`src/rtl/scariv_pkg.sv`:
```
// rtl/scariv_pkg.sv - shared widths, ids and CSU enums for the scariv core slice
package scariv_pkg;

    localparam int SCARIV_XLEN       = 64;
    localparam int SCARIV_RNID_W     = 7;
    localparam int SCARIV_CMT_ID_W   = 6;
    localparam int SCARIV_GRP_W      = 4;
    localparam int SCARIV_CSR_ADDR_W = 12;

    typedef logic [SCARIV_CMT_ID_W-1:0] cmt_id_t;
    typedef logic [SCARIV_GRP_W-1:0]    grp_id_t;
    typedef logic [SCARIV_RNID_W-1:0]   rnid_t;

    typedef enum logic [1:0] {
        CSU_RW  = 2'd0,
        CSU_RS  = 2'd1,
        CSU_RC  = 2'd2,
        CSU_RSV = 2'd3
    } csu_op_t;

    typedef enum logic [1:0] {
        CSU_IDLE     = 2'd0,
        CSU_EX1      = 2'd1,
        CSU_EX2      = 2'd2,
        CSU_WAIT_CMT = 2'd3
    } csu_pipe_state_t;

    // The reserved encoding always raises an illegal-instruction exception.
    function automatic logic csu_op_is_rsv(input csu_op_t op);
        return op == CSU_RSV;
    endfunction

endpackage

```
`src/rtl/scariv_csu_alu.sv`:
```
// rtl/scariv_csu_alu.sv - combinational CSR new-value computation (RW/RS/RC)
module scariv_csu_alu
    import scariv_pkg::*;
#(
    parameter int XLEN = SCARIV_XLEN
) (
    input  logic [1:0]      i_op,
    input  logic [XLEN-1:0] i_old,
    input  logic [XLEN-1:0] i_rs1,
    output logic [XLEN-1:0] o_new
);

    always_comb begin
        o_new = i_old;
        case (csu_op_t'(i_op))
            CSU_RW:  o_new = i_rs1;
            CSU_RS:  o_new = i_old | i_rs1;
            CSU_RC:  o_new = i_old & ~i_rs1;
            default: o_new = i_old;
        endcase
    end

endmodule

```
`src/rtl/scariv_csu_pipe.sv`:
```
// rtl/scariv_csu_pipe.sv - serializing CSR execution pipe: read, modify, rd writeback, commit-time write
// Optional perf counters enabled by SCARIV_CSU_PERF_CNT_EN.
module scariv_csu_pipe
    import scariv_pkg::*;
#(
    parameter int XLEN       = SCARIV_XLEN,
    parameter int RNID_W     = SCARIV_RNID_W,
    parameter int CMT_ID_W   = SCARIV_CMT_ID_W,
    parameter int GRP_W      = SCARIV_GRP_W,
    parameter int CSR_ADDR_W = SCARIV_CSR_ADDR_W
) (
    input  logic                  i_clk,
    input  logic                  i_reset_n,

    input  logic                  i_iss_valid,
    output logic                  o_iss_ready,
    input  logic [CMT_ID_W-1:0]   i_iss_cmt_id,
    input  logic [GRP_W-1:0]      i_iss_grp_id,
    input  logic [1:0]            i_iss_op,
    input  logic [CSR_ADDR_W-1:0] i_iss_csr_addr,
    input  logic [XLEN-1:0]       i_iss_rs1_data,
    input  logic                  i_iss_wr_en,
    input  logic                  i_iss_rd_valid,
    input  logic [RNID_W-1:0]     i_iss_rd_rnid,

    output logic [CSR_ADDR_W-1:0] o_csr_rd_addr,
    input  logic [XLEN-1:0]       i_csr_rd_data,
    input  logic                  i_csr_rd_illegal,

    output logic                  o_csr_wr_valid,
    output logic [CSR_ADDR_W-1:0] o_csr_wr_addr,
    output logic [XLEN-1:0]       o_csr_wr_data,

    output logic                  o_phy_wr_valid,
    output logic [RNID_W-1:0]     o_phy_wr_rnid,
    output logic [XLEN-1:0]       o_phy_wr_data,

    output logic                  o_done_valid,
    output logic [CMT_ID_W-1:0]   o_done_cmt_id,
    output logic [GRP_W-1:0]      o_done_grp_id,
    output logic                  o_done_except,

    input  logic                  i_commit_valid,
    input  logic [CMT_ID_W-1:0]   i_commit_cmt_id,
`ifdef SCARIV_CSU_PERF_CNT_EN
    output logic [31:0]           o_perf_issue_cnt,
    output logic [31:0]           o_perf_wait_cnt,
`endif
    input  logic                  i_flush
);

    csu_pipe_state_t state_q, state_d;

    logic [CMT_ID_W-1:0]   cmt_id_q;
    logic [GRP_W-1:0]      grp_id_q;
    csu_op_t               op_q;
    logic [CSR_ADDR_W-1:0] addr_q;
    logic [XLEN-1:0]       rs1_q;
    logic                  wr_en_q;
    logic                  rd_valid_q;
    logic [RNID_W-1:0]     rnid_q;
    logic [XLEN-1:0]       new_q;

    logic                  accept;
    logic                  ex2_except;
    logic                  cmt_match;
    logic [XLEN-1:0]       alu_new;

    assign accept     = (state_q == CSU_IDLE) && i_iss_valid && !i_flush;
    assign ex2_except = i_csr_rd_illegal || csu_op_is_rsv(op_q);
    assign cmt_match  = i_commit_valid && (i_commit_cmt_id == cmt_id_q);

    scariv_csu_alu #(
        .XLEN (XLEN)
    ) u_alu (
        .i_op  (op_q),
        .i_old (i_csr_rd_data),
        .i_rs1 (rs1_q),
        .o_new (alu_new)
    );

    always_ff @(posedge i_clk or negedge i_reset_n) begin
        if (!i_reset_n) begin
            state_q <= CSU_IDLE;
        end else begin
            state_q <= state_d;
        end
    end

    always_ff @(posedge i_clk or negedge i_reset_n) begin
        if (!i_reset_n) begin
            cmt_id_q   <= '0;
            grp_id_q   <= '0;
            op_q       <= CSU_RW;
            addr_q     <= '0;
            rs1_q      <= '0;
            wr_en_q    <= 1'b0;
            rd_valid_q <= 1'b0;
            rnid_q     <= '0;
            new_q      <= '0;
        end else begin
            if (accept) begin
                cmt_id_q   <= i_iss_cmt_id;
                grp_id_q   <= i_iss_grp_id;
                op_q       <= csu_op_t'(i_iss_op);
                addr_q     <= i_iss_csr_addr;
                rs1_q      <= i_iss_rs1_data;
                wr_en_q    <= i_iss_wr_en;
                rd_valid_q <= i_iss_rd_valid;
                rnid_q     <= i_iss_rd_rnid;
            end
            // Held until commit so the CSR write does not depend on re-reading the CSR.
            if (state_q == CSU_EX2) begin
                new_q <= alu_new;
            end
        end
    end

    always_comb begin
        state_d        = state_q;
        o_iss_ready    = 1'b0;
        o_csr_rd_addr  = '0;
        o_csr_wr_valid = 1'b0;
        o_csr_wr_addr  = '0;
        o_csr_wr_data  = '0;
        o_phy_wr_valid = 1'b0;
        o_phy_wr_rnid  = '0;
        o_phy_wr_data  = '0;
        o_done_valid   = 1'b0;
        o_done_cmt_id  = '0;
        o_done_grp_id  = '0;
        o_done_except  = 1'b0;

        case (state_q)
            CSU_IDLE: begin
                o_iss_ready = 1'b1;
                if (accept) begin
                    state_d = CSU_EX1;
                end
            end
            CSU_EX1: begin
                o_csr_rd_addr = addr_q;
                state_d       = i_flush ? CSU_IDLE : CSU_EX2;
            end
            CSU_EX2: begin
                if (!i_flush) begin
                    o_done_valid  = 1'b1;
                    o_done_cmt_id = cmt_id_q;
                    o_done_grp_id = grp_id_q;
                    o_done_except = ex2_except;
                    if (rd_valid_q && !ex2_except) begin
                        o_phy_wr_valid = 1'b1;
                        o_phy_wr_rnid  = rnid_q;
                        o_phy_wr_data  = i_csr_rd_data;
                    end
                end
                state_d = (!i_flush && wr_en_q && !ex2_except) ? CSU_WAIT_CMT : CSU_IDLE;
            end
            CSU_WAIT_CMT: begin
                // A committed op can no longer be killed, so commit takes priority over flush.
                if (cmt_match) begin
                    o_csr_wr_valid = 1'b1;
                    o_csr_wr_addr  = addr_q;
                    o_csr_wr_data  = new_q;
                    state_d        = CSU_IDLE;
                end else if (i_flush) begin
                    state_d = CSU_IDLE;
                end
            end
            default: state_d = CSU_IDLE;
        endcase
    end

`ifdef SCARIV_CSU_PERF_CNT_EN
    logic [31:0] perf_issue_cnt_q;
    logic [31:0] perf_wait_cnt_q;

    always_ff @(posedge i_clk or negedge i_reset_n) begin
        if (!i_reset_n) begin
            perf_issue_cnt_q <= '0;
            perf_wait_cnt_q  <= '0;
        end else begin
            if (accept) begin
                perf_issue_cnt_q <= perf_issue_cnt_q + 32'd1;
            end
            if (state_q == CSU_WAIT_CMT) begin
                perf_wait_cnt_q <= perf_wait_cnt_q + 32'd1;
            end
        end
    end

    assign o_perf_issue_cnt = perf_issue_cnt_q;
    assign o_perf_wait_cnt  = perf_wait_cnt_q;
`endif

endmodule

```
`config.mk`:
```
export PLATFORM = sky130hd
export DESIGN_NAME = scariv_csu_pipe
export DESIGN_NICKNAME = d
export VERILOG_FILES = /design/src/rtl/scariv_pkg.sv /design/src/rtl/scariv_csu_alu.sv /design/src/rtl/scariv_csu_pipe.sv
export SDC_FILE = /design/constraint.sdc
export NUM_CORES = 1
export LEC_CHECK = 0
export ABC_CLOCK_PERIOD_IN_PS = 2000
export CAP_MARGIN = 25
export CELL_PAD_IN_SITES_DETAIL_PLACEMENT = 0
export CELL_PAD_IN_SITES_GLOBAL_PLACEMENT = 2
export CORE_ASPECT_RATIO = 0.9
export CORE_MARGIN = 4
export CORE_UTILIZATION = 26
export DETAILED_ROUTE_END_ITERATION = 16
export GPL_TIMING_DRIVEN = 0
export PLACE_DENSITY = 0.81
export SYNTH_ARGS = -nofsm -noshare
export SYNTH_HDL_FRONTEND = slang
export SYNTH_SLANG_ARGS = --single-unit
export TNS_END_PERCENT = 5
```
`constraint.sdc`:
```
create_clock -name i_clk -period 2 [get_ports i_clk]
set_clock_uncertainty 0.05 [all_clocks]
set_input_delay 0.4 -clock i_clk [delete_from_list [all_inputs] [get_ports i_clk]]
set_output_delay 0.4 -clock i_clk [all_outputs]
set_load 0.1 [all_outputs]
```
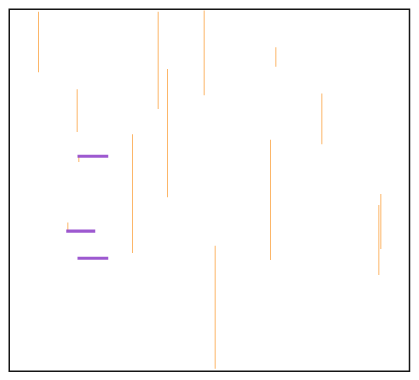
Run 1: routed metal, one color a layer
(2 px per um) Only two layers are drawn.
[M4] orange | wire length: 489 um
[M5] purple | wire length: 40.5 um
GRT Overall Usage: 0.177
average wire per standard cell: 19.9 um
total number of vias: 7436
final WL: 32800 um

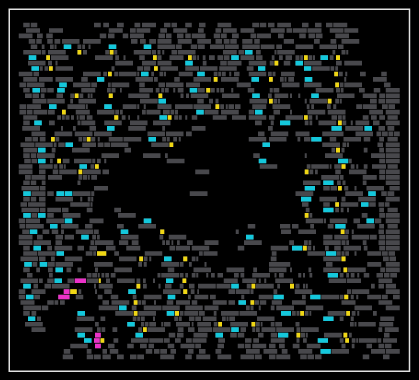
Run 1: selected gate families
(2 px per um)
[nand cells] yellow | cells: 68 | most used: nand2b_1 | where: spread over the die
[mux cells] cyan | cells: 97 | most used: mux2_2 | where: spread over the die
[xor and xnor cells] magenta | cells: 6 | most used: xnor2_1 | where: lower left
most common logic cell in the routed design: clkdlybuf4s50_1
non-filler cells, final: 1644
Comb/total area: 0.293

==> flow_summary.ini, run 1 <==
; flow metrics
[final_layout]
biggestCellCategory = non-clock buffers
n_all_buffers = 423
flop_area_um2 = 4080
antenna-diode-count = 0
clk_share = 0.0388
buffer_area_frac = 0.371
num-nets-final = 1390
nonClockInverterCount = 1
fillers = 2973
nFlopsAndLatches = 163
final_util = 0.481
comb_area_um2 = 4550
nClkBuffers = 21
area_growth_pct = 80.8

[clock_network]
cts_buffers = 17
clk_latency_ns = 0.43
postCtsSetupBuffers = 3
cts_tree = yes
cts_resized = 1345
cts_hold_buf = 1
cts_root_buf = clkbuf_16
cts_buffer_depth = 2
cts_num_sinks = 163

[setup_path]
worstSetupEndpointType = primary output
cp.arrival_ns = 2.19
crit_fanout = 6
crit_end = o_csr_wr_data[59]
crit_type = in2out
crit_required_ns = 1.55
r2r_cells = 5
r2r-start = state_q[1]
regToRegSetupSlack_ns = 0.15

[synthesis]
syn_area_um2 = 8570
ys_seq_share = 0.476
syn-instance-count = 840
ys_cells = 840
synthTopLogicFamily = simple AND/OR/NAND/NOR gates
mux_area_frac = 0.136
ys_types = 27
synthAoiAreaFrac = 0.0882
yosysChipArea_um2 = 8570
xor_share = 0.00613
avgSynthCellArea_um2 = 10.2
ys_ff = 163
simple_gate_share = 0.254

[final_timing]
period_needed_ns = 2.64
fin_crit_sh = 1.32
slew_viol_final = 0
fmax_ghz = 0.379
setup_violations = 169
hold_viol = 0
rsz0062_at_grt = yes
setup_ws_ns = -0.640
fin_hold_ws_ns = 0.449

[route]
drt_iter0_drc = 215
drc = 0

[floorplan]
tap_cells = 416
io_pins = 347
die_h_um = 180
die_w_um = 199
fp_util = 0.266
die_area_um2 = 35900

[min_path]
hp-start = grp_id_q[3]
hold_class = reg2reg
min_to = grp_id_q[3]

[pwr]
power_density_nw_per_um2 = 838
p_leak_uw = 0.00639
vdd_drop_max_mv = 0.511

[status]
status = finished, violations left
violations = negative setup slack

[global_routing]
antenna_found_initial = 3
grt_pass1_vias = 7832
gr-total-overflow = 0

[place]
dp_hpwl_um = 23800
post-place-cells = 1603
port_buffers = 346

[job]
tool_warnings = 29
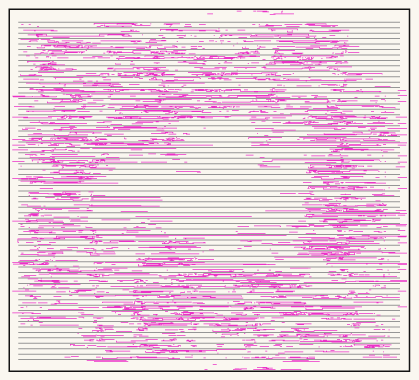
Run 1: metal 1
(2 px per um) Supply wires on this layer in gray.
nets with wire on the layer: 1210
main direction: horizontal
wire length on this layer: 13400 um
met1 usage: 0.222

## run 1: stage by stage
step / setup WS (ns) / total power [uW] / cell area, um2 / TNS [ns]
floorplan: -0.619 / 7940 / 8720 / -112.78
global placement: -7.18 / 9240 / 12700 / -1490.79
detailed placement: -2.02 / 9360 / 12700 / -325.27
CTS: -0.752 / 13000 / 14200 / -106.87
global route: -0.716 / 13900 / 15500 / -97.07
finish: -0.640 / 13000 / 15500 / -81.68
## run 1: metal layers
| layer | routed length, um | global-route usage |
|---|---|---|
| met5 | 40 | 0 |
| met4 | 488 | 0.0388 |
| met3 | 2290 | 0.0550 |
| met2 | 16500 | 0.301 |
| met1 | 13400 | 0.222 |
## run 1: synth_stat cells (all sizes together)
library cell | n | area (um2)
nor3 | 2 | 15.0
nor2b | 66 | 413
and2 | 159 | 995
and3 | 12 | 80.1
nor2 | 67 | 254
nand2b | 65 | 407
inv | 1 | 3.75
o31ai | 1 | 7.51
xnor2 | 6 | 52.6
clkbuf | 35 | 131
nand2 | 1 | 3.75
o21ai | 65 | 325
dfrtp | 163 | 4080
mux2 | 97 | 1160
a31oi | 66 | 413
a21oi | 2 | 10.0
nand3 | 1 | 5.00
nand4 | 1 | 6.26
buf | 30 | 205
## run 1: sequential cells by signal, summed over array words and instances (netlist names)
signal      flops
addr_q         12
cmt_id_q        6
grp_id_q        4
new_q          64
op_q            2
rd_valid_q      1
rnid_q          7
rs1_q          64
state_q         2
wr_en_q         1
## run 1: critical path: stages
cell and delay (ns):
clkdlybuf4s50_1 0.48, xnor2_1 0.12, nand4_1 0.19, nor3_4 0.20, buf_12 0.16, buf_12 0.14, clkbuf_16 0.16, and2_4 0.14
buf_12 0.17
## run 1: power by group
group          switching (uW)  internal (uW)
registers                 773           4510
clock network            1400           2050
logic                    2130           2130
total                    4300           8690
==> run 2: changes to the inputs <==
ABC_CLOCK_PERIOD_IN_PS = 3300   (was 2000)
CORE_UTILIZATION = 27   (was 26)
PLACE_DENSITY = 0.85   (was 0.81)
SYNTH_HIERARCHICAL = 1   (was not set)
clock period = 3.3 ns   (was 2 ns; I/O delays follow)
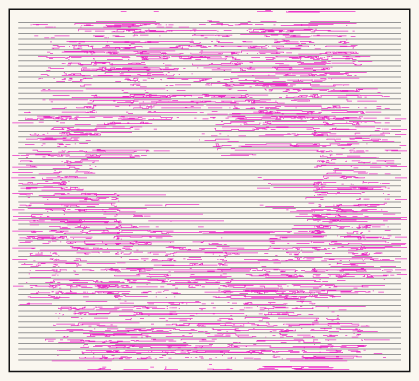
Run 2: metal 1
(2 px per um) Supply wires on this layer in gray.
wire length on this layer: 14200 um
nets with wire on the layer: 1342
met1 usage: 0.239
final WL: 31700 um
total number of vias: 7847

==> run 2 against run 1 <==
- the flow now finishes without violations
- combinational power is 57% lower
- register-to-register slack improved by 0.85 ns
- routed wire length decreased by 3.3%
- critical path depth shrank 2
- cell area is 9.2% lower
- count of clock-buffer cells in the layout grew 1
- sequential share of layout area increased by 2.7 points
- highest routed layer is now met4
==> flow_summary.ini, run 2 <==
; flow metrics
[synthesis]
avgSynthCellArea_um2 = 9.22
ys_top_cells_by_count = 258 x nand2_1, 169 x and2_1, 163 x dfrtp_1
yosysChipArea_um2 = 8910
syn-instance-count = 967
ys_cells = 967
ys_ff = 163
edf_count = 0
area_leaders = dfrtp_1 46%, and2_1 12%, nand2_1 11%, mux2_2 8.5%, nand3b_1 5.4%
synth.largest_area_cell = dfrtp_1
ys_async_sr_fraction = 1.00
ys_types = 27

[clock_network]
cts_resized = 1112
postCtsSetupBuffers = 3
clk_latency_ns = 0.43

[final_timing]
slew_viol_final = 0

[route]
drt-met1-wl_um = 14200
routed.top_layer = met4
wl_met3_um = 1310
drc = 0

[floorplan]
io_pins = 347
die_area_um2 = 36000
die_w_um = 200
fp_util = 0.276

[final_layout]
fillers = 3219
num-nets-final = 1509
mostFrequentLayoutCell = nand2_1
comb-cell-share = 0.326
clk_share = 0.0431
nClkBuffers = 22
buffer_area_frac = 0.303
nFlopsAndLatches = 163
area_growth_pct = 57.8

[setup_path]
crit_buf_inv = 4
critPathTopFamily = buffers and inverters
cpPeakStageDelay_ns = 0.53
crit_type = in2out
crit_required_ns = 2.59
cpMaxStageDelayCell = clkdlybuf4s50_1
crit_fanout = 10

[pwr]
power_density_nw_per_um2 = 485
p_leak_uw = 0.00642

[global_routing]
track_usage = 0.175
busiest_layer = met2
use_met2 = 0.284
antenna_found_initial = 1

[job]
tool_warnings = 29

[status]
status = completed

[place]
dp_hpwl_um = 24500
## run 2: cell count changes in the layout (fill, tap and decap cells not counted), moves of 64 or more
cell | previous run | this run
nand2_1 | 1 | 257
buf_12 | 162 | 35
and2_1 | 21 | 139
and2_4 | 129 | 30
buf_6 | 4 | 84
o21ai_0 | 65 | 0
a31oi_1 | 66 | 2
nand3_1 | 0 | 64
nand3b_1 | 0 | 64
## run 2: kinds of logic (layout without fill, tap and decap cells)
kind of cell	after synthesis	in the layout	synth area share
and+or+nand+nor	633	633	0.373
DFF	163	163	0.458
muxes	97	97	0.123
buffers and inverters	64	446	0.0380
xor gates and xnor gates	6	6	0.00589
AOI/OAI and AO/OA	4	4	0.00281
other	0	1	0
## run 2: how the worst max path moves through the flow
| stage | from | end | slack (ns) |
|---|---|---|---|
| after floorplan | i_commit_cmt_id[2] | o_csr_wr_addr[10] | -0.15 |
| after global placement | i_reset_n | addr_q[4] | -5.88 |
| after detailed placement | i_commit_cmt_id[0] | o_csr_wr_data[26] | -1.63 |
| after CTS | i_flush | o_done_cmt_id[5] | -0.11 |
| after global routing | state_q[0] | o_phy_wr_data[14] | -0.01 |
| final | i_flush | o_phy_wr_data[18] | 0.06 |
## run 2: where the power goes
part | switching [uW] | internal [uW] | leakage (uW)
Clock | 858 | 1200 | 0.000289
Combinational | 950 | 880 | 0.00418
Sequential | 350 | 2580 | 0.00196
Total | 2160 | 4670 | 0.00642
## run 2: per-stage QoR
step / std cells / utilization / hold slack [ns] / total power [uW]
after floorplan: 967 / - / 0.314 / 4100
after global placement: 1729 / 0.400 / 0.400 / 4760
after detailed placement: 1730 / 0.401 / 0.404 / 4820
after CTS: 1765 / 0.428 / 0.152 / 6930
after global routing: 1766 / 0.436 / 0.157 / 7290
final: 1766 / 0.436 / 0.132 / 6830
==> run 3: changes to the inputs <==
CAP_MARGIN = not set   (was 25)
CORE_UTILIZATION = 28   (was 27)
PLACE_DENSITY = 0.87   (was 0.85)
SYNTH_HIERARCHICAL = not set   (was 1)
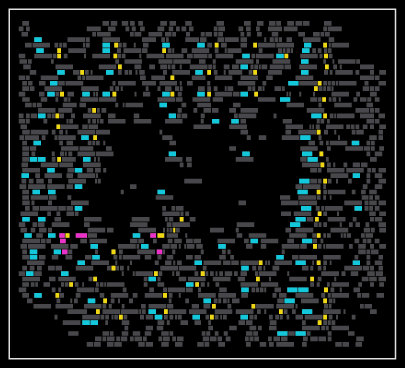
Run 3: selected gate families
(2 px per um)
non-filler cells, final: 1627
Comb/total area: 0.312

==> run 3 against run 2 <==
- via count fell by 6.0%
- combinational power rose by 31%
- sequential share of layout area rose by 1.2 points
- fmax fell by 0.23%
- flip-flop count did not move
- largest cell class unchanged
==> flow_summary.ini, run 3 <==
; flow metrics
[status]
status = completed

[synthesis]
avgSynthCellArea_um2 = 10.2
syn-instance-count = 840
ys_top_cells_by_count = 163 x dfrtp_1, 159 x and2_1, 78 x mux2_2
ys_async_sr_fraction = 1.00
ys_types = 27
edf_count = 0
ys_cells = 840
yosysChipArea_um2 = 8570
synth.largest_area_cell = dfrtp_1
ys_ff = 163
synth-main-ff-cell = dfrtp_1
area_leaders = dfrtp_1 48%, and2_1 12%, mux2_2 10%, a31oi_1 4.8%, nor2b_1 4.8%

[floorplan]
fp_util = 0.285
die_w_um = 192
io_pins = 347
die_area_um2 = 33500

[final_timing]
fin_hold_ws_ns = 0.0826
finalSetupTns_ns = 0
slew_viol_final = 0

[global_routing]
grt_pass1_wl_um = 45100
grt_pass1_vias = 7567
antenna_found_initial = 5
track_usage = 0.175

[final_layout]
fillers = 2922
final_util = 0.450
num-nets-final = 1382
mostFrequentLayoutCell = clkdlybuf4s50_1
area_growth_pct = 57.8
drive_gt1_frac = 0.304

[pwr]
p_clk_frac = 0.264
switching_share = 0.345
power.internal_uw = 4950
pg_comb_uw = 2400
power_density_nw_per_um2 = 558
p_leak_uw = 0.00575
power_frac_comb = 0.318
seq-power_uw = 3160
finalPower_uw = 7550
clk-power_uw = 1990
power_switching_uw = 2610
power_frac_seq = 0.418
maxPowerGroup = sequential cells

[clock_network]
h-tree-depth = 4
cts_buffer_depth = 2
clk_latency_ns = 0.42

[place]
gp_congestion = 0.760
dp_hpwl_um = 22800
post-place-cells = 1590
dpl-instance-area_um2 = 12600

[setup_path]
crit_type = in2out
critPathTopFamily = buffers and inverters
crit_end = o_csr_wr_data[58]
crit_fanout = 10
cpPeakStageDelay_ns = 0.48
path_cells = clkdlybuf4s50_1 > xnor2_1 > nand4_1 > nor3_4 > buf_6 > buf_12 > buf_8 > and2_1 > buf_12
startpoint = i_commit_cmt_id[2]
crit_required_ns = 2.59
crit_buf_inv = 5
cpMaxStageDelayCell = clkdlybuf4s50_1

[job]
maxCapViolCount = 0
tool_warnings = 30

[route]
wirelength_um = 30000
drc = 0
num_vias = 7376
## run 3: cell count changes after synthesis, moves of 19 or more
cell and change:
nand2_1 -257, nand3_1 -63, nor2_1 +64, nor2b_1 +63, nand3b_1 -64, a31oi_1 +64
o21ai_0 +65, mux2_4 +19, mux2_1 -30
## run 3: kinds of logic (layout without fill, tap and decap cells)
logic type | after synthesis | after routing | share of synthesized area
AOI/OAI and AO/OA | 134 | 134 | 0.0882
DFF | 163 | 163 | 0.476
muxes | 97 | 97 | 0.136
other | 0 | 2 | 0
xor gates and xnor gates | 6 | 6 | 0.00613
buffers and inverters | 66 | 448 | 0.0397
and+or+nand+nor | 374 | 374 | 0.254
## run 3: per-layer routing
| metal | share of wire | vias up | GRT usage | routed length, um |
|---|---|---|---|---|
| met4 | 0.016 | 4 | 0.0466 | 479 |
| met3 | 0.070 | 26 | 0.0474 | 2110 |
| met1 | 0.41 | 3555 | 0.215 | 12400 |
| met5 | 0.00087 | - | 0 | 26 |
| li1 | - | 3568 | - | - |
| met2 | 0.50 | 223 | 0.303 | 15000 |
## run 3: cell type report
| class | instances | area (um2) | area share |
|---|---|---|---|
| multi-input combinational | 611 | 4230 | 0.312 |
| sequential | 163 | 4080 | 0.302 |
| timing repair buffer | 350 | 3750 | 0.277 |
| tap | 403 | 504 | 0.0373 |
| clock buffer | 20 | 467 | 0.0345 |
| buffer | 65 | 377 | 0.0278 |
| clock inverter | 12 | 113 | 0.00832 |
| antenna | 2 | 5.00 | 0.000370 |
| inverter | 1 | 3.75 | 0.000277 |
## run 3: repair_timing
item,4_1_cts,5_1_grt
gates resized,1003,146
endpoints found under the setup margin,173,101
pin swaps,3,1
buffers inserted,3,0
Power and IR drop assume default switching activity.
